===== config.mk =====
export PLATFORM = sky130hd
export DESIGN_NAME = imem_loader
export DESIGN_NICKNAME = d
export VERILOG_FILES = /design/src/rtl/imem_loader_pkg.sv /design/src/rtl/loader_timeout_counter.sv /design/src/rtl/imem_loader.sv
export SDC_FILE = /design/constraint.sdc
export NUM_CORES = 1
export LEC_CHECK = 0
export CORE_MARGIN = 4
export CORE_UTILIZATION = 55
export CTS_CLUSTER_DIAMETER = 40
export CTS_CLUSTER_SIZE = 40
export DETAILED_ROUTE_END_ITERATION = 8
export GPL_TIMING_DRIVEN = 0
export HOLD_SLACK_MARGIN = 0.02
export PLACE_DENSITY_LB_ADDON = 0.3
export SLEW_MARGIN = 5
export SYNTH_ARGS = -nofsm -noshare
export SYNTH_HDL_FRONTEND = slang
export SYNTH_SLANG_ARGS = --single-unit

===== constraint.sdc =====
create_clock -name clk -period 9.2 [get_ports clk]
set_input_delay 1.84 -clock clk [delete_from_list [all_inputs] [get_ports clk]]
set_output_delay 1.84 -clock clk [all_outputs]
set_load 0.05 [all_outputs]

===== src/rtl/imem_loader_pkg.sv =====
// Shared definitions for the instruction-memory boot loader: FSM states,
// default frame marker, frame-field widths and a length range helper.
package imem_loader_pkg;

    typedef enum logic [2:0] {
        ST_IDLE,
        ST_LEN_LO,
        ST_LEN_HI,
        ST_DATA,
        ST_CSUM,
        ST_RUN,
        ST_ERROR
    } state_t;

    localparam logic [7:0] DEFAULT_SYNC_BYTE = 8'hA5;
    localparam int         LEN_WIDTH         = 16;
    localparam int         BYTES_PER_WORD    = 4;
    localparam int         WORD_WIDTH        = 32;

    // A frame length is usable when it is non-zero and fits in the memory.
    function automatic logic len_in_range(input logic [LEN_WIDTH-1:0] len,
                                          input int addr_width);
        logic [31:0] max_words;
        max_words = 32'd1 << addr_width;
        return (len != '0) && ({16'd0, len} <= max_words);
    endfunction

endpackage


===== src/rtl/loader_timeout_counter.sv =====
// Inter-byte watchdog for the loader: a down-counter that reloads on clear,
// counts while enabled and flags expiry once it has run down to zero.
module loader_timeout_counter #(
    parameter int CYCLES = 100
) (
    input  logic clk,
    input  logic reset,
    input  logic clear,
    input  logic enable,
    output logic expire
);

    localparam int                  CNT_WIDTH  = (CYCLES > 2) ? $clog2(CYCLES) : 1;
    localparam logic [CNT_WIDTH-1:0] LOAD_VALUE = CNT_WIDTH'(CYCLES - 1);

    logic [CNT_WIDTH-1:0] count;

    // Reload on every clear, otherwise count down while enabled and hold at zero.
    always_ff @(posedge clk or posedge reset) begin
        if (reset) begin
            count <= LOAD_VALUE;
        end else if (clear) begin
            count <= LOAD_VALUE;
        end else if (enable && (count != '0)) begin
            count <= count - CNT_WIDTH'(1);
        end
    end

    assign expire = enable && (count == '0);

endmodule


===== src/rtl/imem_loader.sv =====
// Boot-time program loader: parses a framed UART byte stream, writes 32-bit
// words into instruction memory and releases the core only after the frame
// checksum matches.
module imem_loader
    import imem_loader_pkg::*;
#(
    parameter int         ADDR_WIDTH     = 8,
    parameter logic [7:0] SYNC_BYTE      = DEFAULT_SYNC_BYTE,
    parameter int         TIMEOUT_CYCLES = 50000000
) (
    input  logic                  clk,
    input  logic                  reset,
    input  logic                  rx_valid,
    input  logic [7:0]            rx_data,
    output logic                  rx_ready,
    output logic                  imem_we,
    output logic [ADDR_WIDTH-1:0] imem_addr,
    output logic [WORD_WIDTH-1:0] imem_d,
    output logic                  core_reset_n,
    output logic                  load_busy,
    output logic                  load_done,
    output logic                  load_error
);

    localparam int         LAST_W        = ADDR_WIDTH + 1;
    localparam logic [1:0] LAST_BYTE_IDX = 2'(BYTES_PER_WORD - 1);

    state_t                 state;
    logic [7:0]             len_lo;
    logic [LAST_W-1:0]      last_word;
    logic [LAST_W-1:0]      word_cnt;
    logic [1:0]             byte_idx;
    logic [2:0][7:0]        word_buf;
    logic [7:0]             csum;
    logic [LEN_WIDTH-1:0]   len_word;
    logic                   take;
    logic                   timeout_clear;
    logic                   timeout_expire;

    assign take          = rx_valid && rx_ready;
    assign len_word      = {rx_data, len_lo};
    assign timeout_clear = take || !load_busy;

    loader_timeout_counter #(
        .CYCLES (TIMEOUT_CYCLES)
    ) u_timeout (
        .clk    (clk),
        .reset  (reset),
        .clear  (timeout_clear),
        .enable (load_busy),
        .expire (timeout_expire)
    );

    // Frame parser: one byte per cycle, all outputs registered.
    always_ff @(posedge clk or posedge reset) begin
        if (reset) begin
            state        <= ST_IDLE;
            rx_ready     <= 1'b0;
            imem_we      <= 1'b0;
            imem_addr    <= '0;
            imem_d       <= '0;
            core_reset_n <= 1'b0;
            load_busy    <= 1'b0;
            load_done    <= 1'b0;
            load_error   <= 1'b0;
            len_lo       <= '0;
            last_word    <= '0;
            word_cnt     <= '0;
            byte_idx     <= '0;
            word_buf     <= '0;
            csum         <= '0;
        end else begin
            rx_ready  <= 1'b1;
            imem_we   <= 1'b0;
            load_done <= 1'b0;

            if (imem_we) begin
                imem_addr <= imem_addr + ADDR_WIDTH'(1);
            end

            if (load_busy && timeout_expire && !take) begin
                state      <= ST_ERROR;
                load_busy  <= 1'b0;
                load_error <= 1'b1;
            end else begin
                case (state)
                    ST_IDLE: begin
                        if (take && (rx_data == SYNC_BYTE)) begin
                            state     <= ST_LEN_LO;
                            load_busy <= 1'b1;
                        end
                    end

                    ST_LEN_LO: begin
                        if (take) begin
                            len_lo <= rx_data;
                            state  <= ST_LEN_HI;
                        end
                    end

                    ST_LEN_HI: begin
                        if (take) begin
                            if (len_in_range(len_word, ADDR_WIDTH)) begin
                                last_word <= LAST_W'(len_word - 16'd1);
                                word_cnt  <= '0;
                                byte_idx  <= '0;
                                csum      <= '0;
                                imem_addr <= '0;
                                state     <= ST_DATA;
                            end else begin
                                state      <= ST_ERROR;
                                load_busy  <= 1'b0;
                                load_error <= 1'b1;
                            end
                        end
                    end

                    ST_DATA: begin
                        if (take) begin
                            csum     <= csum + rx_data;
                            byte_idx <= byte_idx + 2'd1;
                            if (byte_idx == LAST_BYTE_IDX) begin
                                imem_we  <= 1'b1;
                                imem_d   <= {rx_data, word_buf};
                                word_cnt <= word_cnt + LAST_W'(1);
                                if (word_cnt == last_word) begin
                                    state <= ST_CSUM;
                                end
                            end else begin
                                word_buf[byte_idx] <= rx_data;
                            end
                        end
                    end

                    ST_CSUM: begin
                        if (take) begin
                            load_busy <= 1'b0;
                            if (rx_data == csum) begin
                                state        <= ST_RUN;
                                core_reset_n <= 1'b1;
                                load_done    <= 1'b1;
                            end else begin
                                state      <= ST_ERROR;
                                load_error <= 1'b1;
                            end
                        end
                    end

                    ST_RUN: begin
                        if (take && (rx_data == SYNC_BYTE)) begin
                            state        <= ST_LEN_LO;
                            core_reset_n <= 1'b0;
                            load_busy    <= 1'b1;
                        end
                    end

                    ST_ERROR: begin
                        core_reset_n <= 1'b0;
                        if (take && (rx_data == SYNC_BYTE)) begin
                            state      <= ST_LEN_LO;
                            load_error <= 1'b0;
                            load_busy  <= 1'b1;
                        end
                    end

                    default: begin
                        state        <= ST_IDLE;
                        core_reset_n <= 1'b0;
                        load_busy    <= 1'b0;
                    end
                endcase
            end
        end
    end

endmodule


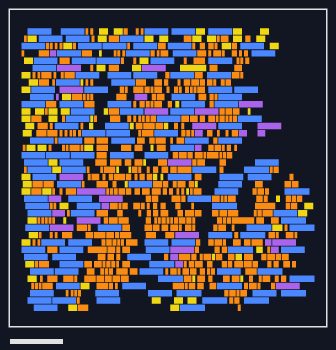
run_1/placement_by_type.png
The bar under the picture is 20 µm long.
Purple stands for clock drivers and dummy loads, cells 32. Blue stands for flops, cells 135. Yellow stands for other buffers and delay cells, cells 82. Orange stands for combinational and other logic, cells 480.

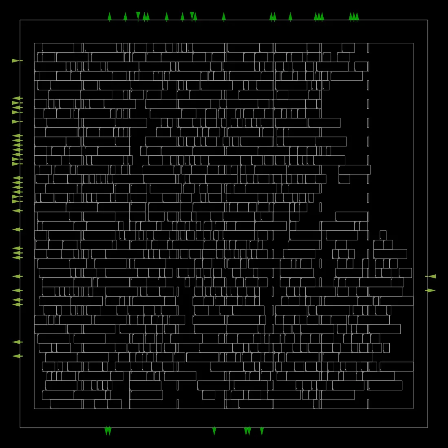
run_1/placement.png
# Taps: 143
final core occ: 68.8%

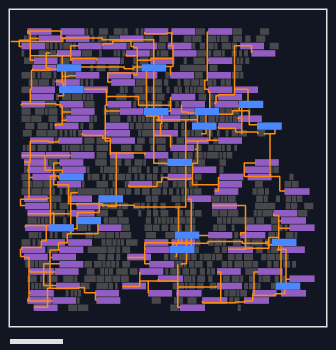
run_1/clk_routes.png
The bar under the picture is 20 µm long.
Blue stands for clock drivers, count 17. Purple stands for flip-flops, count 135. Orange stands for clock wires, length 1,800 µm.
Position of the flops: all over the die. There are 18 routed clock nets.

==> flow_metrics.env, run 1 <==
# flow metrics
export IMPL_status="finished, final reports clean"
export IMPL_area_delta_synth_final_pct=20.1
export IMPL_fin_hold_ws_ns=0.456
export IMPL_peakVddDrop_mv=0.163
export IMPL_rows=39
export IMPL_ys_types=73
export IMPL_seqPwrFrac_pct=38.7
export IMPL_totalNegativeSetupSlack_ns=0
export IMPL_clk_insertion_delay_late_ns=0.42
export IMPL_dieArea_um2=14000
export IMPL_vias_per_cell=6.07
export IMPL_met1_usage_pct=28.7
export IMPL_cts_setup_buffers=0
export IMPL_wl_um=15700
export IMPL_synthArstFlopShare_pct=100
export IMPL_clockBufferDepth=2
export IMPL_yosysWarningCount=0
export IMPL_startpoint_type="input pin"
export IMPL_hold_buffers=0
export IMPL_holdCritPathClass="reg2reg"
export IMPL_drt_iter0_drc=294
export IMPL_gr_max_usage_layer="met2"
export IMPL_placed_cells=840
export IMPL_grtUsageTotal_pct=23.2
export IMPL_edf_count=0
export IMPL_final_common_cell="dfrtp_1"
export IMPL_fp_dieH_um=118
export IMPL_ys_ff=135
export IMPL_clk_pin_slew_ns=0.06
export IMPL_place_hpwl_um=10500
export IMPL_drc=0
==> run 1: cells in the mapped netlist, types with 3 or more instances <==
| library cell | number | share of area, % |
|---|---|---|
| dfrtp_1 | 117 | 44 |
| nand2_1 | 99 | 5.6 |
| nor2_1 | 44 | 2.5 |
| mux2_2 | 37 | 6.2 |
| o21ai_0 | 27 | 2.0 |
| xor2_1 | 22 | 2.9 |
| inv_1 | 20 | 1.1 |
| a21oi_1 | 19 | 1.4 |
| dfstp_2 | 18 | 7.1 |
| ha_1 | 17 | 3.2 |
| clkbuf_1 | 15 | 0.84 |
| o31ai_1 | 15 | 1.7 |
| nor3_1 | 14 | 1.0 |
| xnor2_1 | 14 | 1.8 |
| a31oi_1 | 12 | 1.1 |
| nand3_1 | 12 | 0.90 |
| nor4_1 | 11 | 1.0 |
| nand4_1 | 9 | 0.84 |
| or4_1 | 9 | 1.0 |
| a22o_1 | 8 | 1.0 |
| buf_2 | 7 | 0.52 |
| or3_1 | 7 | 0.66 |
| and3_1 | 6 | 0.56 |
| o211ai_1 | 6 | 0.67 |
| nand2b_1 | 4 | 0.37 |
| or2_2 | 4 | 0.37 |
| nand3b_1 | 3 | 0.34 |
| nor3b_2 | 3 | 0.56 |
| o41ai_1 | 3 | 0.39 |
==> run 1: layout make-up <==
type / instances / area, µm² / area share, %
repair buffers: 56 / 578 / 7.20
flip-flops and latches: 135 / 3400 / 42.4
well taps: 143 / 179 / 2.23
multi-input cells: 460 / 3090 / 38.4
inverters: 20 / 80.1 / 0.997
clock inverters: 11 / 114 / 1.42
plain buffers: 26 / 121 / 1.51
clock buffers: 21 / 470 / 5.86
==> run 1: metrics by stage <==
step / total power [W] / util [%]
final: 0.00197 / 68.8
after CTS: 0.00198 / 68.8
after floorplan: 0.00117 / -
after global placement: 0.00128 / 63.6
after detailed placement: 0.00130 / 63.8
after global routing: 0.00208 / 68.8
==> run 1: critical path, cell delays in order <==
cell	delay [ns]
clkdlybuf4s50_1	0.58
nand2_1	0.24
nor2_1	0.66
nand2_1	0.44
clkbuf_1	0.35
clkbuf_1	0.31
nand2_1	0.16
nand2_1	0.07
==> run 1: sequential cells by signal, indices dropped and copies added (netlist names), 2 cells and up <==
signal           flops
state                3
last_word            9
byte_idx             2
imem_d              32
u_timeout.count     26
word_cnt             9
word_buf            24
csum                 8
imem_addr            8
len_lo               8
==> run 1: cell families after synthesis <==
group | Yosys count | share of synthesized area (%)
simple gates | 244 | 18.7
flops | 135 | 50.9
compound gates | 121 | 12.6
buf+inv | 46 | 2.94
mux | 39 | 6.53
xor+xnor | 36 | 4.72
fa+ha+maj | 19 | 3.63
other cells | 1 | 0.0561
==> run 1: worst paths after layout <==
| path | startpoint | endpoint | slack (ns) | cells after the start |
|---|---|---|---|---|
| worst max-delay path | rx_valid | imem_d[0] | 4.84 | 8 |
| worst min-delay path | word_buf[1] | imem_d[1] | 0.46 | 2 |
| worst max register to register | state[0] | imem_d[0] | 6.16 | 8 |
| worst min register to register | word_buf[1] | imem_d[1] | 0.46 | 2 |
| max in group asynchronous | reset | u_timeout.count[0] | 6.56 | 3 |
| min in group asynchronous | reset | last_word[7] | 1.83 | 2 |
==> run 2, diff against run 1 <==
CORE_UTILIZATION = 52   (was 55)
clock period = 3.8 ns   (was 9.2 ns; I/O delays follow)
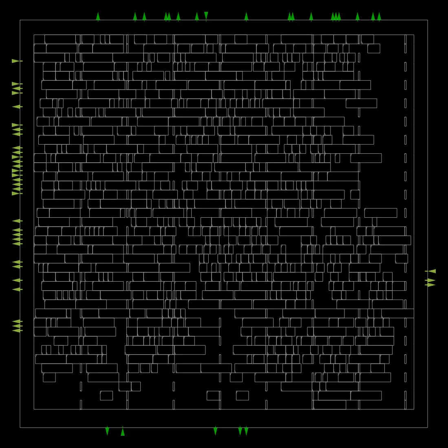
run_2/placement.png
row count: 41
Seq cells: 135
# Taps: 172

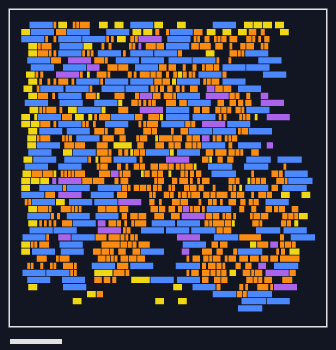
run_2/placement_by_type.png
The bar under the picture is 20 µm long.
Orange stands for combinational and other logic, cells 480. Purple stands for clock drivers and dummy loads, cells 32. Yellow stands for other buffers and delay cells, cells 84. Blue stands for flops, cells 135.

==> flow_metrics.env, run 2 <==
# flow metrics
export IMPL_status="finished, final reports clean"
export IMPL_startpoint_type="input pin"
export IMPL_reg2reg_depth=8
export IMPL_holdCritPathClass="reg2reg"
export IMPL_totalNegativeSetupSlack_ns=0
export IMPL_placed_cells=871
export IMPL_drc=0
export IMPL_cts_setup_buffers=0
export IMPL_fp_dieH_um=121
export IMPL_clk_pin_slew_ns=0.06
export IMPL_largestRegisters="imem_d (32), u_timeout.count (26), word_buf (24)"
export IMPL_area_leaders="dfrtp_1, dfstp_2, mux2_2, nand2_1, ha_1"
export IMPL_wl_um=15700
export IMPL_top_cell="dfrtp_1"
export IMPL_area_delta_synth_final_pct=20.8
export IMPL_yosys_area_top_type_share_pct=43.8
export IMPL_edf_count=0
export IMPL_crit_buf_inv=3
export IMPL_synthTopCellsByCount="dfrtp_1, nand2_1, nor2_1"
export IMPL_yosysWarningCount=0
export IMPL_worst_path_stages=8
export IMPL_synthArstFlopShare_pct=100
export IMPL_power_total_w=0.00473
export IMPL_startpoint="rx_valid"
export IMPL_place_hpwl_um=10500
export IMPL_clk_insertion_delay_late_ns=0.42
export IMPL_top_register="imem_d"
export IMPL_cpMaxStageDelayCell="nor2_1"
export IMPL_path_delay_family="simple AND/OR/NAND/NOR gates"
export IMPL_dieArea_um2=14700
export IMPL_clockBufferDepth=2
export IMPL_ys_ff=135
export IMPL_ys_types=73
export IMPL_hold_buffers=0
export IMPL_largest_reg_flops=32
export IMPL_r2r_start="state[0]"
export IMPL_drt_iter0_drc=410
[run 2: cell counts after synthesis]
Identical to the previous run, type by type.
[run 2: cell families (layout without fill, tap and decap cells)]
logic type | Yosys count | in the layout | synth area share (%)
AND-OR/OR-AND | 121 | 121 | 12.6
XOR/XNOR | 36 | 36 | 4.72
adder cells (fa/ha/maj) | 19 | 19 | 3.63
buffers and inverters | 46 | 136 | 2.94
flip-flops | 135 | 135 | 50.9
multiplexers | 39 | 39 | 6.53
other | 1 | 1 | 0.0561
AND/OR/NAND/NOR | 244 | 244 | 18.7
[run 2: final cells by class]
cell class / instances / area (µm²) / area share, %
plain buffers: 26 / 121 / 1.50
multi-input cells: 460 / 3090 / 38.2
well taps: 172 / 215 / 2.67
flip-flops and latches: 135 / 3400 / 42.1
inverters: 20 / 78.8 / 0.976
clock inverters: 11 / 90.1 / 1.12
repair buffers: 58 / 611 / 7.56
clock buffers: 21 / 470 / 5.83
[run 2: tightest hold or removal path, delay by kind of cell, from the launching register on]
kind / cells / cell delay (ns)
simple gates: 2 / 0.10
flops: 1 / 0.34
[run 2: where the power goes]
| part | switching, W | leakage, nW | total, W | internal [W] |
|---|---|---|---|---|
| Clock | 0.000651 | 0.271 | 0.00155 | 0.000898 |
| Sequential | 0.000186 | 1.73 | 0.00185 | 0.00167 |
| Combinational | 0.000774 | 1.54 | 0.00133 | 0.000555 |
| Total | 0.00161 | 3.55 | 0.00473 | 0.00312 |
[run 2: stage by stage]
| stage | setup WS [ns] | hold WS, ns | area [µm²] |
|---|---|---|---|
| floorplan | 1.29 | 0.435 | 6690 |
| global placement | 0.207 | 0.446 | 7450 |
| detailed placement | 0.189 | 0.456 | 7510 |
| CTS | 0.580 | 0.471 | 8070 |
| global route | 0.378 | 0.495 | 8070 |
| finish | 0.552 | 0.468 | 8070 |
[run 2: final timing paths]
check                                      to  slack, ns
max                                 imem_d[5]       0.55
min                                imem_d[12]       0.47
max reg2reg                         imem_d[5]       0.83
min reg2reg                        imem_d[12]       0.47
max in group asynchronous  u_timeout.count[0]       2.11
min in group asynchronous        word_buf[11]       0.77
[run 2: metal layers]
| layer | GRT usage, % | vias up |
|---|---|---|
| met5 | 0 | - |
| met4 | 7.21 | 0 |
| met3 | 5.55 | 26 |
| met2 | 36.8 | 115 |
| met1 | 30.5 | 2556 |
| li1 | - | 2466 |
Power is estimated from default activity; no workload was simulated.
